==> config.mk <==
export PLATFORM = sky130hd
export DESIGN_NAME = sev_seg_mux_driver
export DESIGN_NICKNAME = d
export VERILOG_FILES = /design/src/rtl/sev_seg_pkg.sv /design/src/rtl/sev_seg_mux_driver_bin2bcd.sv /design/src/rtl/sev_seg_mux_driver.sv
export SDC_FILE = /design/constraint.sdc
export NUM_CORES = 1
export LEC_CHECK = 0
export CAP_MARGIN = 10
export CORE_ASPECT_RATIO = 0.8
export CORE_UTILIZATION = 53
export CTS_CLUSTER_SIZE = 10
export DETAILED_ROUTE_END_ITERATION = 10
export GPL_ROUTABILITY_DRIVEN = 0
export PLACE_DENSITY_LB_ADDON = 0.12
export REMOVE_ABC_BUFFERS = 1
export SETUP_SLACK_MARGIN = 0.5
export SKIP_LAST_GASP = 1
export SLEW_MARGIN = 20
export SYNTH_ARGS = -nofsm -noshare
export SYNTH_HDL_FRONTEND = slang
export SYNTH_SLANG_ARGS = --single-unit
==> constraint.sdc <==
create_clock -name clk -period 3.1 [get_ports clk]
set_clock_uncertainty 0.2 [all_clocks]
set_input_delay 0.93 -clock clk [delete_from_list [all_inputs] [get_ports clk]]
set_output_delay 0.93 -clock clk [all_outputs]
set_load 0.01 [all_outputs]
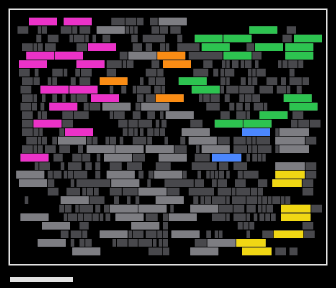
Figure 1: sequential cells grouped by signal name.
Scale bar: 20 microns. Other sequential cells in the stronger grey, the rest of the logic in the fainter grey.
u_conv.bin_sr: shown in magenta, placed flops 14. u_conv.cnt: shown in orange, placed flops 4, where top middle. div: shown in green, placed flops 16, where top right. idx: shown in blue, placed flops 2. segOut: shown in yellow, placed flops 7, where bottom right.
sequential cell area: 0.00212 sq mm
sequential share of cell area: 0.439
Sequential Power: 1.66 mW
Final Core Density: 0.643

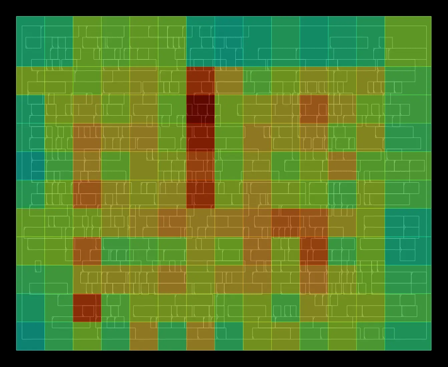
Figure 2: routing congestion map.
GR peak layer: met2
DR WL/cell: 13.1 microns
Total GRT Usage: 0.194

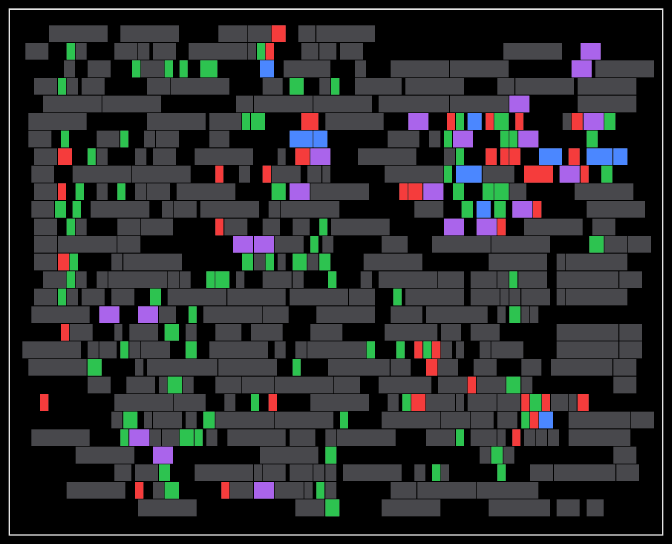
Figure 3: logic cells by family.
AND and OR gates: shown in blue, cells 10. XOR/XNOR gates: shown in purple, cells 21, most used xnor2_1, where all over the die. NAND gates: shown in green, cells 82, most used nand2_1, where all over the die. NOR gates: shown in red, cells 39, most used nor2_1.
Comb/total area: 0.388
most frequent logic cell in the layout: dfrtp_1
fin cells: 543

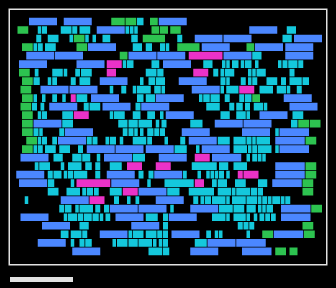
Figure 4: cells coloured by class.
Scale bar: 20 microns.
flip-flops: shown in blue, cells 84, share of their area 45%. all other logic: shown in cyan, cells 300, share of their area 42%. clock drivers and dummy loads: shown in magenta, cells 16, share of their area 4.8%. other buffers and delay cells: shown in green, cells 38, share of their area 8.2%.
Core ar.: 0.00750 sq mm
Final Cell Area: 0.00482 sq mm
Core Rows: 28

==> Slide: Implementation Results <==
Synthesis and Place & Route Summary

Synth
  • Post-synth EDFFs: 0
  • Yosys warns: 0
  • Synth top area share: 0.440
  • Yosys stat area: 0.00416 sq mm
  • Yosys cell count: 401
  • Synth top cell by count: dfrtp_1
  • Cell area leaders: dfrtp_1, dfstp_2, ha_1
  • Mapped cell area: 0.00416 sq mm

Global route
  • Largest net degree at the start of global routing: 45
  • GR Util met1: 0.265
  • Vias in the first global route: 2615
  • Global-route wire length before repair: 12200 microns
  • Grt met2 use: 0.303
  • Met3 Use GR: 0.0439

Job
  • Max cap viols: 0
  • Tool warnings: 37

Drt
  • Uppermost layer routed: met4
  • Wl on met1: 3570 microns
  • Post-DRT Antenna Nets: 0
  • Met2 routed WL: 3190 microns
  • Drt drc: 0
  • Met3 wire len: 238 microns

Setup path
  • CP top delay family: buffers and inverters
  • Nature of the critical path startpoint: flip-flop
  • Slowest stage delay, CP: 0.53 ns
  • Reg2reg path depth: 6
  • Crit path arrival time: 1.39 ns
  • Critical path capture point type: primary output

Power and ir drop
  • Switching part of the total power: 0.346
  • Combinational Power: 1.50 mW
  • Leakage: 2.18 nW
  • Reg power frac: 0.413
  • Power Clock: 0.865 mW

Clock tree
  • CTS root buf: clkbuf_8
  • Post-CTS setup buffers: 0
  • CTS buffer count: 9
  • Resized Gates After CTS: 2
  • TritonCTS Sinks: 84
  • CTS max path bufs: 2

Timing
  • Tmin final: 2.52 ns
  • Final Max Slew Viols: 0
  • Slew Limit Headroom: 0.381
  • Fmax: 397 MHz
  • Final Hold Viols: 0

Run status
  • Run status: finished clean

Finish
  • Share of cells above drive strength 1: 0.126

Placed design
  • Post-placement cell count: 524
  • Area after DPL: 0.00456 sq mm

Worst hold path
  • Hold depth: 1
  • HP Class: flip-flop to flip-flop

Die
  • Die area: 0.00820 sq mm
  • Fp_density: 0.554
  • Die Y: 81.2 microns
## placed cells by master (no fill, tap or decap), drive strengths merged, types with 5 or more instances in the layout
master	netlist	layout
nand2	47	47
dfstp	11	11
nand2b	14	14
mux2	10	10
clkbuf	13	10
nand3	18	18
nor3	7	7
xor2	5	5
dfrtp	73	73
inv	24	23
mux2i	22	22
buf	4	9
clkinv	0	5
ha	20	20
a21oi	17	17
o21ai	37	37
nor2	26	26
xnor2	16	16
clkdlybuf4s50	0	28
## area by class of cell
class / instances / area (sq um) / area share
Sequential cell: 84 / 2120 / 0.439
Multi-Input combinational cell: 276 / 1870 / 0.388
Clock buffer: 10 / 138 / 0.0285
Tap cell: 105 / 131 / 0.0272
Timing Repair Buffer: 38 / 385 / 0.0799
Clock inverter: 6 / 87.6 / 0.0182
Inverter: 24 / 91.3 / 0.0189
Power is estimated from default activity; no workload was simulated.
